### src/rtl/mc_ctrl_pkg.sv
// Shared encodings for the multi-cycle controller: opcodes, FSM states,
// instruction classes, ALUOp and PCSrc codes.
package mc_ctrl_pkg;

    // Opcode field values
    localparam logic [5:0] OP_ADD  = 6'b000000;
    localparam logic [5:0] OP_ADDI = 6'b000001;
    localparam logic [5:0] OP_SUB  = 6'b000010;
    localparam logic [5:0] OP_ORI  = 6'b010000;
    localparam logic [5:0] OP_AND  = 6'b010001;
    localparam logic [5:0] OP_OR   = 6'b010010;
    localparam logic [5:0] OP_SLL  = 6'b011000;
    localparam logic [5:0] OP_SLTI = 6'b011100;
    localparam logic [5:0] OP_SW   = 6'b100110;
    localparam logic [5:0] OP_LW   = 6'b100111;
    localparam logic [5:0] OP_BEQ  = 6'b110000;
    localparam logic [5:0] OP_BNE  = 6'b110001;
    localparam logic [5:0] OP_BLTZ = 6'b110010;
    localparam logic [5:0] OP_J    = 6'b111000;
    localparam logic [5:0] OP_HALT = 6'b111111;

    // ALU operation codes
    localparam logic [2:0] ALU_ADD = 3'b000;
    localparam logic [2:0] ALU_SUB = 3'b001;
    localparam logic [2:0] ALU_SLL = 3'b010;
    localparam logic [2:0] ALU_OR  = 3'b011;
    localparam logic [2:0] ALU_AND = 3'b100;
    localparam logic [2:0] ALU_SLT = 3'b101;

    // Next-PC source select
    localparam logic [1:0] PCSRC_SEQ  = 2'b00;
    localparam logic [1:0] PCSRC_BR   = 2'b01;
    localparam logic [1:0] PCSRC_JUMP = 2'b10;

    // FSM states; low three bits are the debug code, HALT is internal only
    typedef enum logic [3:0] {
        S_IF     = 4'b0000,
        S_ID     = 4'b0001,
        S_EXE_LS = 4'b0010,
        S_MEM    = 4'b0011,
        S_WB_LD  = 4'b0100,
        S_EXE_BR = 4'b0101,
        S_EXE_AL = 4'b0110,
        S_WB_AL  = 4'b0111,
        S_HALT   = 4'b1000
    } state_e;

    // Instruction classes produced by the decoder
    localparam logic [2:0] CLS_ALU     = 3'd0;
    localparam logic [2:0] CLS_BRANCH  = 3'd1;
    localparam logic [2:0] CLS_LS      = 3'd2;
    localparam logic [2:0] CLS_JUMP    = 3'd3;
    localparam logic [2:0] CLS_HALT    = 3'd4;
    localparam logic [2:0] CLS_ILLEGAL = 3'd5;

    // Debug state code: HALT reports as ID
    function automatic logic [2:0] state_code(input state_e s);
        return (s == S_HALT) ? 3'b001 : s[2:0];
    endfunction

endpackage

### src/rtl/multi_cycle_ctrl_decode.sv
// mc_decode: opcode -> instruction class plus the state-independent
// datapath controls. The FSM decides when these reach the datapath.
import mc_ctrl_pkg::*;

module mc_decode (
    input  logic [5:0] opcode,
    output logic [2:0] cls,
    output logic       is_load,
    output logic       reg_dst,
    output logic       alu_src_a,
    output logic       alu_src_b,
    output logic       ext_sel,
    output logic [2:0] alu_op
);

    // Static control table; unknown opcodes decode as ILLEGAL with all controls low
    always_comb begin
        cls       = CLS_ILLEGAL;
        is_load   = 1'b0;
        reg_dst   = 1'b0;
        alu_src_a = 1'b0;
        alu_src_b = 1'b0;
        ext_sel   = 1'b0;
        alu_op    = ALU_ADD;
        case (opcode)
            OP_ADD:  begin cls = CLS_ALU; reg_dst = 1'b1; alu_op = ALU_ADD; end
            OP_SUB:  begin cls = CLS_ALU; reg_dst = 1'b1; alu_op = ALU_SUB; end
            OP_AND:  begin cls = CLS_ALU; reg_dst = 1'b1; alu_op = ALU_AND; end
            OP_OR:   begin cls = CLS_ALU; reg_dst = 1'b1; alu_op = ALU_OR;  end
            OP_SLL:  begin cls = CLS_ALU; reg_dst = 1'b1; alu_src_a = 1'b1; alu_op = ALU_SLL; end
            OP_ADDI: begin cls = CLS_ALU; alu_src_b = 1'b1; ext_sel = 1'b1; alu_op = ALU_ADD; end
            OP_ORI:  begin cls = CLS_ALU; alu_src_b = 1'b1; alu_op = ALU_OR; end
            OP_SLTI: begin cls = CLS_ALU; alu_src_b = 1'b1; ext_sel = 1'b1; alu_op = ALU_SLT; end
            OP_SW:   begin cls = CLS_LS; alu_src_b = 1'b1; ext_sel = 1'b1; alu_op = ALU_ADD; end
            OP_LW:   begin cls = CLS_LS; is_load = 1'b1; alu_src_b = 1'b1; ext_sel = 1'b1; alu_op = ALU_ADD; end
            // Branches compare via subtract; BLTZ subtracts $0 (rt) and looks at sign
            OP_BEQ, OP_BNE, OP_BLTZ: begin cls = CLS_BRANCH; ext_sel = 1'b1; alu_op = ALU_SUB; end
            OP_J:    cls = CLS_JUMP;
            OP_HALT: cls = CLS_HALT;
            default: cls = CLS_ILLEGAL;
        endcase
    end

endmodule

### src/rtl/multi_cycle_ctrl.sv
// multi_cycle_ctrl: IF/ID/EXE/MEM/WB sequencer driving the datapath strobes.
// Optional performance counters (cycle_cnt, instr_cnt) when
// MULTI_CYCLE_PERF_EN is defined.
import mc_ctrl_pkg::*;

module multi_cycle_ctrl (
    input  logic        CLK,
    input  logic        Reset,
    input  logic [5:0]  Opcode,
    input  logic        zero,
    input  logic        sign,
    input  logic        mem_ready,
    output logic        PCWre,
    output logic        IRWre,
    output logic        RegDst,
    output logic        RegWre,
    output logic        ALUSrcA,
    output logic        ALUSrcB,
    output logic        ExtSel,
    output logic [2:0]  ALUOp,
    output logic [1:0]  PCSrc,
    output logic        nRD,
    output logic        nWR,
    output logic        DBDataSrc,
    output logic [2:0]  state,
`ifdef MULTI_CYCLE_PERF_EN
    output logic [31:0] cycle_cnt,
    output logic [31:0] instr_cnt,
`endif
    output logic        halted,
    output logic        illegal
);

    state_e st, nxt;

    logic [2:0] cls;
    logic       is_load, dec_reg_dst, dec_src_a, dec_src_b, dec_ext, taken;
    logic [2:0] dec_alu_op;

    mc_decode u_decode (
        .opcode    (Opcode),
        .cls       (cls),
        .is_load   (is_load),
        .reg_dst   (dec_reg_dst),
        .alu_src_a (dec_src_a),
        .alu_src_b (dec_src_b),
        .ext_sel   (dec_ext),
        .alu_op    (dec_alu_op)
    );

    assign state = state_code(st);

    // Branch condition selected by the specific branch opcode
    always_comb begin
        taken = 1'b0;
        case (Opcode)
            OP_BEQ:  taken = zero;
            OP_BNE:  taken = ~zero;
            OP_BLTZ: taken = sign;
            default: taken = 1'b0;
        endcase
    end

    // State register; reset always lands in IF, aborting any instruction
    always_ff @(posedge CLK) begin
        if (Reset) st <= S_IF;
        else       st <= nxt;
    end

    // Next-state logic
    always_comb begin
        nxt = st;
        case (st)
            S_IF: nxt = S_ID;
            S_ID: begin
                case (cls)
                    CLS_ALU:    nxt = S_EXE_AL;
                    CLS_BRANCH: nxt = S_EXE_BR;
                    CLS_LS:     nxt = S_EXE_LS;
                    CLS_HALT:   nxt = S_HALT;
                    default:    nxt = S_IF;
                endcase
            end
            S_EXE_AL: nxt = S_WB_AL;
            S_WB_AL:  nxt = S_IF;
            S_EXE_BR: nxt = S_IF;
            S_EXE_LS: nxt = S_MEM;
            S_MEM: begin
                if (mem_ready) nxt = is_load ? S_WB_LD : S_IF;
            end
            S_WB_LD: nxt = S_IF;
            S_HALT:  nxt = S_HALT;
            default: nxt = S_IF;
        endcase
    end

    // Datapath strobes; all forced to idle values while Reset is high.
    // Static controls are presented from EXE through the end of the instruction.
    always_comb begin
        PCWre     = 1'b0;
        IRWre     = 1'b0;
        RegDst    = 1'b0;
        RegWre    = 1'b0;
        ALUSrcA   = 1'b0;
        ALUSrcB   = 1'b0;
        ExtSel    = 1'b0;
        ALUOp     = ALU_ADD;
        PCSrc     = PCSRC_SEQ;
        nRD       = 1'b1;
        nWR       = 1'b1;
        DBDataSrc = 1'b0;
        halted    = 1'b0;
        illegal   = 1'b0;
        if (!Reset) begin
            if (st == S_EXE_AL || st == S_WB_AL || st == S_EXE_BR ||
                st == S_EXE_LS || st == S_MEM   || st == S_WB_LD) begin
                RegDst  = dec_reg_dst;
                ALUSrcA = dec_src_a;
                ALUSrcB = dec_src_b;
                ExtSel  = dec_ext;
                ALUOp   = dec_alu_op;
            end
            case (st)
                S_IF: IRWre = 1'b1;
                S_ID: begin
                    if (cls == CLS_JUMP) begin
                        PCWre = 1'b1;
                        PCSrc = PCSRC_JUMP;
                    end else if (cls == CLS_ILLEGAL) begin
                        PCWre   = 1'b1;
                        illegal = 1'b1;
                    end
                end
                S_EXE_BR: begin
                    PCWre = 1'b1;
                    if (taken) PCSrc = PCSRC_BR;
                end
                S_WB_AL: begin
                    PCWre  = 1'b1;
                    RegWre = 1'b1;
                end
                S_MEM: begin
                    if (is_load) nRD = 1'b0;
                    else begin
                        nWR   = 1'b0;
                        PCWre = mem_ready;
                    end
                end
                S_WB_LD: begin
                    nRD       = 1'b0;
                    DBDataSrc = 1'b1;
                    RegWre    = 1'b1;
                    PCWre     = 1'b1;
                end
                S_HALT:  halted = 1'b1;
                default: ;
            endcase
        end
    end

`ifdef MULTI_CYCLE_PERF_EN
    // Cycle and retired-instruction counters, free-running modulo 2^32
    always_ff @(posedge CLK) begin
        if (Reset) begin
            cycle_cnt <= 32'd0;
            instr_cnt <= 32'd0;
        end else begin
            if (st != S_HALT) cycle_cnt <= cycle_cnt + 32'd1;
            if (PCWre)        instr_cnt <= instr_cnt + 32'd1;
        end
    end
`endif

endmodule

### config.mk
export PLATFORM = sky130hd
export DESIGN_NAME = multi_cycle_ctrl
export DESIGN_NICKNAME = d
export VERILOG_FILES = /design/src/rtl/mc_ctrl_pkg.sv /design/src/rtl/multi_cycle_ctrl_decode.sv /design/src/rtl/multi_cycle_ctrl.sv
export SDC_FILE = /design/constraint.sdc
export NUM_CORES = 1
export LEC_CHECK = 0
export ABC_AREA = 1
export CORE_ASPECT_RATIO = 1.5
export CORE_MARGIN = 10
export CORE_UTILIZATION = 25
export DETAILED_ROUTE_END_ITERATION = 12
export PLACE_DENSITY = 0.64
export SYNTH_ARGS = -nofsm -noshare
export SYNTH_HDL_FRONTEND = slang
export SYNTH_SLANG_ARGS = --single-unit
export TNS_END_PERCENT = 100
### constraint.sdc
create_clock -name CLK -period 1.9 [get_ports CLK]
set_input_delay 0.57 -clock CLK [delete_from_list [all_inputs] [get_ports CLK]]
set_output_delay 0.57 -clock CLK [all_outputs]
set_load 0.1 [all_outputs]
Clock wires, drivers and flops:
Bar = 20 um.
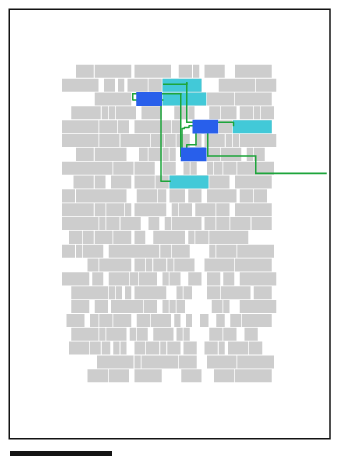
legend:
  clock drivers:
    color: blue
    count: 3
  flip-flops:
    color: cyan
    count: 4
  clock wires:
    color: green
    length: 124 um
flops lie: top center

Wiring by layer:
Bar = 20 um.
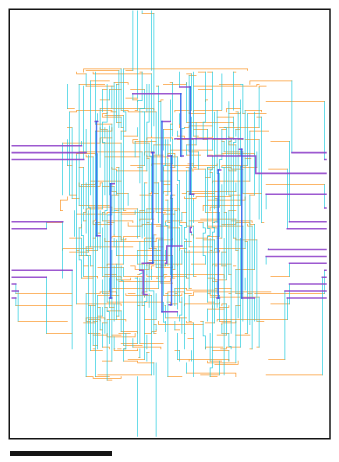
legend:
  metal 2:
    color: cyan
    wire_length: 2710 um
  metal 4:
    color: blue
    wire_length: 221 um
  metal 1:
    color: orange
    wire_length: 1340 um
  metal 3:
    color: purple
    wire_length: 246 um

Clock routing:
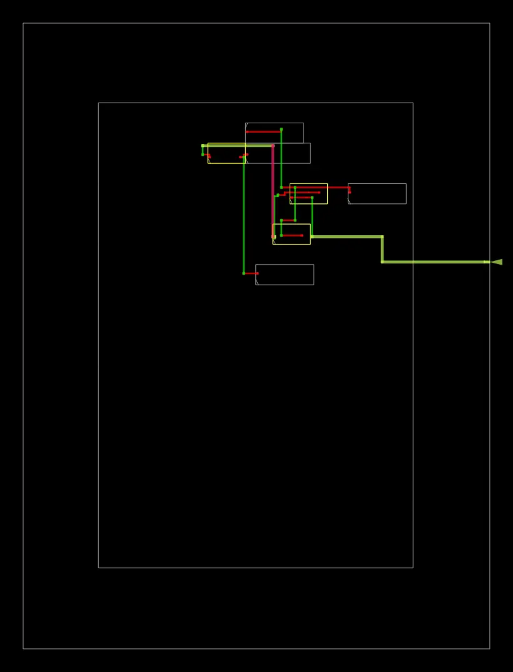
CTS Buf Count: 3
Layout Skew: 0.00418 ns
clock tree sinks: 4
Clock Power: 0.000186 W

Zoomed window:
Region (6, 11) to (26, 31) um. Cells in gray, sequential cells in the stronger gray; small squares are vias.
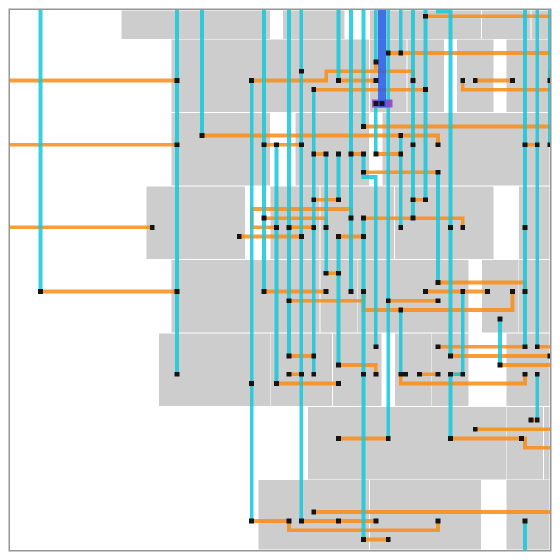
legend:
  metal 3:
    color: purple
  metal 1:
    color: orange
  metal 4:
    color: blue
  metal 2:
    color: cyan
cells with their middle in the window: 26
most frequent: inv_2 (3)
sequential cells in the window: 0

==> qor.csv <==
metric,value,unit
R2R depth,8,
final setup vio count,18,
grt peak-use layer,met2,
Yosys reg bits,4,
ys cells,130,
Inverters,23,
H-tree level count,1,
"mux frac, synth",0,
net count after synthesis,141,
buffering overhead,0.490,
"Arr. time, crit path",1.74,ns
CP Launch Point,Opcode[0],
"Seq share, synth",0.117,
layout cells sized above 1,0.760,
clk root buf,clkbuf_8,
Hold Path Cell Cnt,4,
Placed Instances,235,
reg2reg end,st[2],
Switching Fraction,0.432,
ClkCell Share,0.0185,
drt first pass iters,4,
final worst slack,-0.409,ns
DIE HEIGHT,84.1,um
post-route cell area,2230,um2
CTS Buffer Depth,2,
post-layout min period,2.31,ns
failing checks,setup timing,
M2 GR Usage,0.322,
max_slew headroom,0.800,
largest net degree at the start of global routing,10,
register area,87.6,um2
Tap Cells,37,
Hold WS,0.685,ns
xor+xnor area frac,0,
drt drc,0,
status,"complete, but fails checks",
Main logic family,simple AND/OR/NAND/NOR gates,
Flops,4,
logic share of the area,0.389,
Routed WL,4.52,mm
gpl congestion,0.870,
yosys adder share,0,
yosys aoi share,0.139,
number of global-route vias before repair,1379,
Worst-path clk slew,0.04,ns
Global Route Usage Sum,0.150,
Tightest Hold Check Type,register to register,
RSZ-0062 raised after global routing,true,
gr ovfl total,0,
[worst max-delay path, stage by stage]
cell and delay (ns):
buf_12 0.11, nor2_4 0.26, nand3_2 0.16, nand2_2 0.13
nor2_4 0.05, nand4_1 0.16, a21oi_2 0.10, buf_12 0.17
[worst max-delay path by stage]
| stage | end | slack [ns] | depth (start not counted) |
|---|---|---|---|
| 6_report | PCWre | -0.41 | 8 |
| 5_1_grt | PCWre | -0.49 | 8 |
| 4_1_cts | PCWre | -0.39 | 9 |
| 3_5_place_dp | PCWre | -0.93 | 8 |
| 3_3_place_gp | PCWre | -0.84 | 8 |
| 2_1_floorplan | nRD | -0.79 | 3 |
[power by group through the flow]
stage	Sequential [W]	Combinational (W)	Clock, W
3_5_place_dp	0.0000937	0.000385	0
2_1_floorplan	0.0000928	0.000211	0
6_report	0.0000943	0.000502	0.000186
5_1_grt	0.0000945	0.000525	0.000189
3_3_place_gp	0.0000934	0.000381	0
4_1_cts	0.0000942	0.000453	0.000185
[synth_stat cells]
cell type and n:
a21oi_1 7, clkbuf_1 3, clkbuf_2 1, a41oi_1 2
nand3_2 4, nand3_1 20, nand2_1 25, o211a_1 1
nor2_4 1, nor3_1 4, nor2_2 6, inv_1 22
a31oi_1 2, buf_6 1, nor2_1 20, dfxtp_1 4
o21ai_0 1, inv_2 1, nand4_1 2, a211oi_1 1
o211ai_1 1, nor4_1 1
[per-stage QoR]
stage / setup slack [ns] / setup TNS (ns) / util
final: -0.409 / -4.49 / 0.844
after global routing: -0.486 / -5.40 / 0.844
after CTS: -0.390 / -3.71 / 0.792
after detailed placement: -0.928 / -12.90 / 0.662
after global placement: -0.845 / -12.22 / 0.662
after floorplan: -0.789 / -7.05 / -
Power and IR drop assume default switching activity.
